==> run_1/placement.png <==
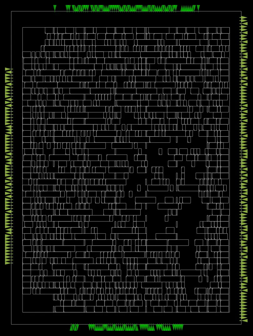
==> run_1/layer_met3.png <==
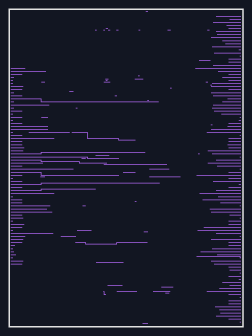
==> run_1/io_fan.png <==
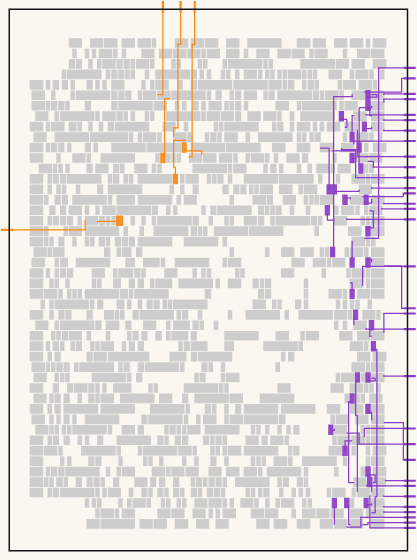
$ cat src/rtl/mem_port_arbiter.sv
// Merges the core's instruction-fetch and data ports onto one shared memory port.
// Data has priority; fetch is guaranteed a grant after STARVE_LIMIT consecutive data grants.
module mem_port_arbiter #(
    parameter int STARVE_LIMIT = 4,
    parameter int CNT_W        = 3
) (
    input  logic        clk,
    input  logic        reset,
    input  logic        inst_read,
    input  logic [31:0] inst_addr,
    output logic        inst_resp,
    output logic [31:0] inst_rdata,
    input  logic        data_read,
    input  logic        data_write,
    input  logic [3:0]  data_mbe,
    input  logic [31:0] data_addr,
    input  logic [31:0] data_wdata,
    output logic        data_resp,
    output logic [31:0] data_rdata,
    output logic        mem_read,
    output logic        mem_write,
    output logic [3:0]  mem_mbe,
    output logic [31:0] mem_addr,
    output logic [31:0] mem_wdata,
    input  logic        mem_resp,
    input  logic [31:0] mem_rdata
);

    typedef enum logic [1:0] {
        IDLE       = 2'd0,
        SERVE_INST = 2'd1,
        SERVE_DATA = 2'd2
    } state_t;

    localparam logic [CNT_W-1:0] LIMIT = CNT_W'(STARVE_LIMIT);

    state_t           state_r, state_s;
    logic [CNT_W-1:0] starve_r, starve_s;
    logic [31:0]      addr_r, addr_s;
    logic [31:0]      wdata_r, wdata_s;
    logic [3:0]       mbe_r, mbe_s;
    logic             write_r, write_s;
    logic             data_req_s;
    logic             fetch_due_s;

    // Arbitration, latching of the winner and response routing.
    always_comb begin
        state_s     = state_r;
        starve_s    = starve_r;
        addr_s      = addr_r;
        wdata_s     = wdata_r;
        mbe_s       = mbe_r;
        write_s     = write_r;
        data_req_s  = data_read | data_write;
        fetch_due_s = inst_read & (starve_r >= LIMIT);
        inst_resp   = 1'b0;
        inst_rdata  = 32'h0000_0000;
        data_resp   = 1'b0;
        data_rdata  = 32'h0000_0000;
        mem_read    = 1'b0;
        mem_write   = 1'b0;
        mem_mbe     = 4'h0;
        mem_addr    = 32'h0000_0000;
        mem_wdata   = 32'h0000_0000;
        case (state_r)
            IDLE: begin
                if (data_req_s && !fetch_due_s) begin
                    state_s = SERVE_DATA;
                    addr_s  = data_addr;
                    write_s = data_write;
                    mbe_s   = data_write ? data_mbe : 4'hF;
                    wdata_s = data_write ? data_wdata : 32'h0000_0000;
                    // Only data wins that actually bypass a waiting fetch count toward starvation.
                    if (inst_read) begin
                        starve_s = (starve_r >= LIMIT) ? LIMIT : starve_r + CNT_W'(1);
                    end else begin
                        starve_s = {CNT_W{1'b0}};
                    end
                end else if (inst_read) begin
                    state_s  = SERVE_INST;
                    addr_s   = inst_addr;
                    write_s  = 1'b0;
                    mbe_s    = 4'hF;
                    wdata_s  = 32'h0000_0000;
                    starve_s = {CNT_W{1'b0}};
                end else begin
                    state_s = IDLE;
                end
            end
            SERVE_INST: begin
                mem_read = 1'b1;
                mem_mbe  = mbe_r;
                mem_addr = addr_r;
                if (mem_resp) begin
                    inst_resp  = 1'b1;
                    inst_rdata = mem_rdata;
                    state_s    = IDLE;
                end else begin
                    state_s = SERVE_INST;
                end
            end
            SERVE_DATA: begin
                mem_read  = ~write_r;
                mem_write = write_r;
                mem_mbe   = mbe_r;
                mem_addr  = addr_r;
                mem_wdata = wdata_r;
                if (mem_resp) begin
                    data_resp  = 1'b1;
                    data_rdata = mem_rdata;
                    state_s    = IDLE;
                end else begin
                    state_s = SERVE_DATA;
                end
            end
            default: begin
                state_s = IDLE;
            end
        endcase
    end

    // State, starvation counter and latched request registers.
    always_ff @(posedge clk or posedge reset) begin
        if (reset) begin
            state_r  <= IDLE;
            starve_r <= {CNT_W{1'b0}};
            addr_r   <= 32'h0000_0000;
            wdata_r  <= 32'h0000_0000;
            mbe_r    <= 4'h0;
            write_r  <= 1'b0;
        end else begin
            state_r  <= state_s;
            starve_r <= starve_s;
            addr_r   <= addr_s;
            wdata_r  <= wdata_s;
            mbe_r    <= mbe_s;
            write_r  <= write_s;
        end
    end

endmodule
$ cat config.mk
export PLATFORM = sky130hd
export DESIGN_NAME = mem_port_arbiter
export DESIGN_NICKNAME = d
export VERILOG_FILES = /design/src/rtl/mem_port_arbiter.sv
export SDC_FILE = /design/constraint.sdc
export NUM_CORES = 1
export LEC_CHECK = 0
export ABC_AREA = 1
export CORE_ASPECT_RATIO = 1.4
export CORE_MARGIN = 5
export CORE_UTILIZATION = 38
export CTS_CLUSTER_SIZE = 24
export DETAILED_ROUTE_END_ITERATION = 10
export GPL_ROUTABILITY_DRIVEN = 0
export GPL_TIMING_DRIVEN = 0
export PLACE_DENSITY = 0.79
export SLEW_MARGIN = 20
export SYNTH_ARGS = -nofsm -noshare
export SYNTH_HDL_FRONTEND = slang
export SYNTH_SLANG_ARGS = --single-unit
$ cat constraint.sdc
create_clock -name clk -period 2.9 [get_ports clk]
set_input_delay 0.29 -clock clk [delete_from_list [all_inputs] [get_ports clk]]
set_output_delay 0.29 -clock clk [all_outputs]
set_load 0.01 [all_outputs]
==> results.txt, run 1 <==
yosys + openroad results -> result of the run completed, via count 5,376, share of final layout cell area taken by non-clock buffers 37.7%, Synthesized registers 74, clock buffer depth 2, wire length the detailed router placed on met1 5670 µm, cts bufs inserted 9, Hold WS 0.281 ns, Die Height 141 µm, reg2reg start state_r[0], area of the mapped netlist 4620 µm², unrepaired setup endpoints after global routing false, fraction of the yosys area taken by sequential cells 40.1%, global-route met3 utilization 7.46%, cell class ranked first by area non-clock buffers, First DRT Iteration DRCs 226, TritonCTS clock tree built, count leader, synth sky130_fd_sc_hd__nand2_1, fraction of area in registers 23.5%, number of ports placed on the die boundary 274, minimum period implied by the final worst setup slack 2.67 ns, fraction of synthesized cell area taken by the top area cell type 40.1%, reg-to-reg slack, setup 1.21 ns, sum of met3 wire segment lengths after detailed routing 1830 µm, Placement Cell Area 7570 µm², met2 layer usage reported by global route 42.6%, aoi/oai-family share of the synthesized area 1.06%, top comb family, area simple AND/OR/NAND/NOR gates, Final Power 0.00635 W, Buffers excl. clock 317, Via-to-Cell Ratio 4.59, area fraction in and, or, nand and nor cells after synthesis 37.9%, comb. cell area 1880 µm², Cell Type Count 16, clock-pin slew of the registers on the worst-case setup and hold paths 0.05 ns, top cells by area in the synthesized netlist sky130_fd_sc_hd__dfrtp_1 40%, sky130_fd_sc_hd__nand2_1 17%, sky130_fd_sc_hd__inv_1 15%, reported leakage power 4.46 nW, FF-to-FF End wdata_r[13], flip-flops with a built-in enable 0, type of element launching the critical path register, Logic Gate Count 435, actual transition at the worst max-transition pin 0.491 ns, routed wl met2 8720 µm, combinational logic power 0.00346 W, number of global-route vias before repair 5,325, leading cell types by count after synthesis 206 x sky130_fd_sc_hd__nand2_1, 181 x sky130_fd_sc_hd__inv_1, 134 x sky130_fd_sc_hd__nand3_1, Worst IR Drop VDD 0.439 mV, Total Nets Final 1,163, net switching power figure 0.00251 W, internal power summed over all cells 0.00383 W, post-place setup slack 0.306 ns, net switching share of the total power 39.6%, overall global routing resource usage 22.8%, group with the largest share of power combinational logic, pwr dens 806 nW/µm², synthesized instance count 735, area of all placed cells without fillers 7870 µm², synthesized netlist net count 879, layout overhead on the synthesized area 70.3%, Initial DRT Pass Iterations 4, topmost layer with routed signal wires met5, antenna viol nets, final 0, clock root buffer sky130_fd_sc_hd__clkbuf_16, number of remaining DRC errors 0, Async S/R FF share, synth 100%, final tally of max-slew violations 0, signal arrival time at the worst endpoint 2.38 ns, Final Non-Filler Cells 1,171, Setup Buffers After CTS 0, aggregate routed wire length 16,800 µm, Setup Skew 0.00522 ns, biggest fanout along the worst timing path 10, highest-utilization routing layer at the global route stage met2, stage-log warning count 31, MUX area fraction 0%, ys cells 735, number of H-tree levels 3, type of the most critical hold path in -> async, number of tap cells added at floorplan 147, Adders+Majority by Area 1.62%, power in sequential cells 0.00175 W, critical path capture point data_rdata[9], CP Capture Type primary output, clkbuf count 11, global-route wire length before repair 25,800 µm, worst max-slew margin expressed relative to the limit 67.3%, portion of the clock cycle consumed by the worst path in the final layout 92.1%, top logic cell by instance count in the layout sky130_fd_sc_hd__clkdlybuf4s50_1, clock-net power 0.00114 W, flip-flop and latch area 1850 µm², Final setup viols 0, die span in x 103 µm, Crit. Startpoint state_r[0], Synth Area in XOR/XNOR 0%, tally of max-capacitance violations 0, main flop type after synthesis sky130_fd_sc_hd__dfrtp_1, multi-input logic portion of the cell area 23.9%, min setup slack post-route 0.229 ns, top library cells by usage in the layout, fill and taps aside 273 x sky130_fd_sc_hd__clkdlybuf4s50_1, 206 x sky130_fd_sc_hd__nand2_1, 180 x sky130_fd_sc_hd__inv_1, 134 x sky130_fd_sc_hd__nand3_1, 76 x sky130_fd_sc_hd__nor2_1, utilization after layout 66.3%
Back to the opening pictures, placement.png:
flop count: 74
placeable core area: 11,900 µm²

Back to the opening pictures, layer_met3.png:
- main direction: horizontal
- wire length on this layer: 1,830 µm
- longest straight run: 52.7 µm
- share of all routed wire: 11%
- nets with wire on the layer: 191

Back to the opening pictures, io_fan.png:
- data_mbe: orange (bits 4; direction input; edge 3 top, 1 left; end cells 4; buffers 4; wire 161 µm)
- inst_rdata: purple (bits 32; direction output; edge right; end cells 32; buffers 32; wire 670 µm)

[run 1: worst max-delay path, stage by stage (launching register included)]
cell	delay [ns]
sky130_fd_sc_hd__dfrtp_1	0.40
sky130_fd_sc_hd__inv_1	0.09
sky130_fd_sc_hd__ha_1	0.13
sky130_fd_sc_hd__buf_2	0.19
sky130_fd_sc_hd__nand2_1	0.19
sky130_fd_sc_hd__clkbuf_1	0.27
sky130_fd_sc_hd__nor2_1	0.20
sky130_fd_sc_hd__clkdlybuf4s50_1	0.57
[run 1: state kept, by name (all words and copies together), names as in the netlist]
name,cells
addr_r,32
mbe_r,4
state_r,2
write_r,1
starve_r,3
wdata_r,32
[run 1: what timing repair did]
item	in CTS	in global routing
gates resized	1	2
setup endpoints to repair	10	19
cloned	0	0
==> run_1/flops_by_reg.png <==
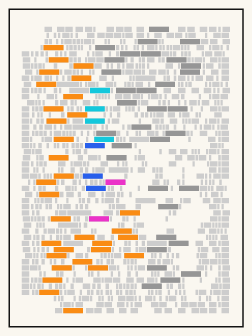

==> run 2: changes to the inputs <==
--- a/config.mk
+++ b/config.mk
@@ -9,10 +9,10 @@
 export CORE_ASPECT_RATIO = 1.4
 export CORE_MARGIN = 5
 export CORE_UTILIZATION = 38
+export CTS_CLUSTER_DIAMETER = 50
 export CTS_CLUSTER_SIZE = 24
 export DETAILED_ROUTE_END_ITERATION = 10
 export GPL_ROUTABILITY_DRIVEN = 0
-export GPL_TIMING_DRIVEN = 0
 export PLACE_DENSITY = 0.79
 export SLEW_MARGIN = 20
 export SYNTH_ARGS = -nofsm -noshare
==> run_2/flops_by_reg.png <==
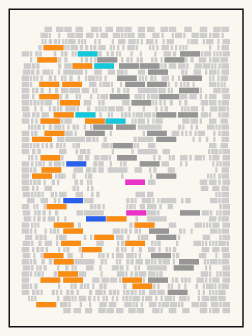
- mbe_r: cyan (flops 4)
- starve_r: blue (flops 3)
- state_r: magenta (flops 2)
- addr_r: orange (flops 32)

==> run_2/metal_density.png <==
21 x 28 tiles, from black (low) to pale yellow (high), scaled to the fullest tile. Values are wire area over tile area, all layers added.
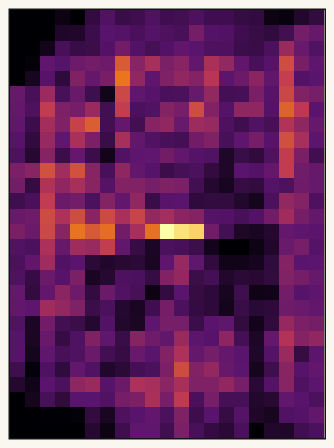
- fullest tile: 0.77
- mean over tiles: 0.19
- nearly empty tiles: 4.6%
- emptiest ninth of the die: lower left
- tiles over half the peak: 5.8%

==> run_2/layer_met3.png <==
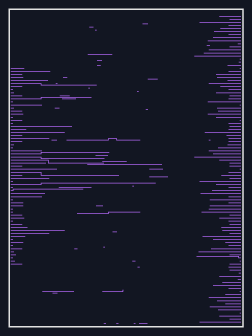
- longest straight run: 50.8 µm
- wire length on this layer: 1,820 µm

==> results.txt, run 2 <==
yosys + openroad results -> result of the run completed, top library cells by usage in the layout, fill and taps aside 273 x sky130_fd_sc_hd__clkdlybuf4s50_1, 205 x sky130_fd_sc_hd__nand2_1, 180 x sky130_fd_sc_hd__inv_1, 134 x sky130_fd_sc_hd__nand3_1, 76 x sky130_fd_sc_hd__nor2_1, Placement Cell Area 7440 µm² (-1.7%), Synth Area in XOR/XNOR 0% (unchanged), tally of max-capacitance violations 0 (unchanged), number of remaining DRC errors 0 (unchanged), Filler Cell Count 1,048, MUX area fraction 0% (unchanged), comb. cell area 1880 µm² (+0.13%), synthesized netlist net count 879 (unchanged), Initial DRT Pass Iterations 4 (unchanged), First DRT Iteration DRCs 188 (-17%), die span in x 103 µm (unchanged), top comb family, area simple AND/OR/NAND/NOR gates, worst max-slew margin expressed relative to the limit 50.8% (-16 points), top cells by area in the synthesized netlist sky130_fd_sc_hd__dfrtp_1 40%, sky130_fd_sc_hd__nand2_1 17%, sky130_fd_sc_hd__inv_1 15%, global-route met3 utilization 7.41% (-0.050 points), fraction of the yosys area taken by sequential cells 40.1% (unchanged), fraction of synthesized cell area taken by the top area cell type 40.1% (unchanged), flip-flops with a built-in enable 0 (unchanged), area of all placed cells without fillers 7760 µm² (-1.5%), placeable core area 11,900 µm² (unchanged), number of buffers and inverters on the critical path 3 (-1), clk_lat worst skew 0.34 ns, Total Nets Final 1,130 (-2.8%), global-route wire length before repair 24,600 µm (-4.8%), flip-flop and latch area 1850 µm² (unchanged), via count 5,253 (-2.3%), main flop type after synthesis sky130_fd_sc_hd__dfrtp_1, largest registers addr_r x32, wdata_r x32, mbe_r x4, biggest fanout along the worst timing path 33 (+23), CTS resizes 0 (-1), Die Height 141 µm (unchanged), topmost layer with routed signal wires met5, wire length the detailed router placed on met1 5650 µm (-0.30%), chip area 14,500 µm², number of H-tree levels 3 (unchanged), count leader, synth sky130_fd_sc_hd__nand2_1, Setup Buffers After CTS 0 (unchanged), type of the most critical hold path in -> async, minimum period implied by the final worst setup slack 2.56 ns (-0.109 ns), Worst IR Drop VDD 0.499 mV (+14%), Detail Placement HPWL 12,400 µm, portion of the clock cycle consumed by the worst path in the final layout 88.3% (-3.8 points), routed wl met2 8160 µm (-6.4%), Crit. Startpoint state_r[0], area fraction in and, or, nand and nor cells after synthesis 37.9% (unchanged), final tally of max-slew violations 0 (unchanged), overall global routing resource usage 21.6% (-1.1 points), FF-to-FF End starve_r[0], top logic cell by instance count in the layout sky130_fd_sc_hd__clkdlybuf4s50_1, clock root buffer sky130_fd_sc_hd__clkbuf_16, unrepaired setup endpoints after global routing false, reported leakage power 4.37 nW (-1.9%), Final Non-Filler Cells 1,138 (-2.8%), reg2reg start state_r[0], aggregate routed wire length 16,100 µm (-4.3%), number of ports placed on the die boundary 274 (unchanged), sum of met3 wire segment lengths after detailed routing 1820 µm (-0.55%), post-place setup slack 0.663 ns (+0.357 ns), type of element launching the critical path register, Final Power 0.00624 W (-1.7%), TritonCTS clock tree built, Async S/R FF share, synth 100% (unchanged), Setup Skew 0.00708 ns (+0.00186 ns), Adders+Majority by Area 1.62% (unchanged), cell at the slowest stage of the critical path sky130_fd_sc_hd__clkdlybuf4s50_1, Final setup viols 0 (unchanged), number of global-route vias before repair 4,893 (-8.1%), Crit. path cell count 6 (-1), leading cell types by count after synthesis 206 x sky130_fd_sc_hd__nand2_1, 181 x sky130_fd_sc_hd__inv_1, 134 x sky130_fd_sc_hd__nand3_1, min setup slack post-route 0.338 ns (+0.109 ns), Cell Type Count 16 (unchanged), # placed instances 1,122, dominant delay contributor by cell family on the critical path buffers and inverters, CP Capture Type primary output, stage-log warning count 31 (unchanged), antenna viol nets, final 0 (unchanged), clock-pin slew of the registers on the worst-case setup and hold paths 0.06 ns (about the same), met2 layer usage reported by global route 38.2% (-4.4 points), Synthesized registers 74 (unchanged), critical path capture point data_rdata[6], Via-to-Cell Ratio 4.62 (+0.55%), ys cells 735 (unchanged), actual transition at the worst max-transition pin 0.735 ns (+0.245 ns), pwr dens 804 nW/µm² (-0.24%), cts bufs inserted 9 (unchanged), reg-to-reg slack, setup 1.02 ns (-0.19 ns), required time of the critical path 2.61 ns, synthesized instance count 735 (unchanged), critical path's largest stage delay 0.54 ns (-0.03 ns), Hold WS 0.337 ns (+0.0562 ns), aoi/oai-family share of the synthesized area 1.06% (unchanged), highest-utilization routing layer at the global route stage met2, clock buffer depth 2 (unchanged), cells traversed along the worst timing path inv_1, ha_1, nand2_1, buf_4, nor2_1, clkdlybuf4s50_1, utilization after layout 65.3% (-0.99 points), signal arrival time at the worst endpoint 2.27 ns (-0.11 ns), area of the mapped netlist 4620 µm² (unchanged), layout overhead on the synthesized area 67.8%
-- run 2: cell type report --
type / instances / area share, %
Sequential cell: 74 / 23.9
Multi-Input combinational cell: 435 / 24.2
Clock buffer: 11 / 3.26
Timing Repair Buffer: 284 / 36.6
Clock inverter: 5 / 0.807
Inverter: 182 / 8.82
Tap cell: 147 / 2.37
-- run 2: cells by family (layout without fill, tap and decap cells) --
group,after synthesis,in the layout
and+or+nand+nor,420,420
buffers and inverters,226,482
DFF,74,74
AOI/OAI and AO/OA,9,9
adders and majority gates,6,6
-- run 2: power by group --
part / switching, W / internal (W) / leakage, nW / total [W]
combinational: 0.00176 / 0.00156 / 3.30 / 0.00332
sequential: 0.000254 / 0.00151 / 0.922 / 0.00176
clock: 0.000441 / 0.000716 / 0.148 / 0.00116
total: 0.00246 / 0.00378 / 4.37 / 0.00624
Power figures rest on the tool's default switching activity, not on a simulated workload.
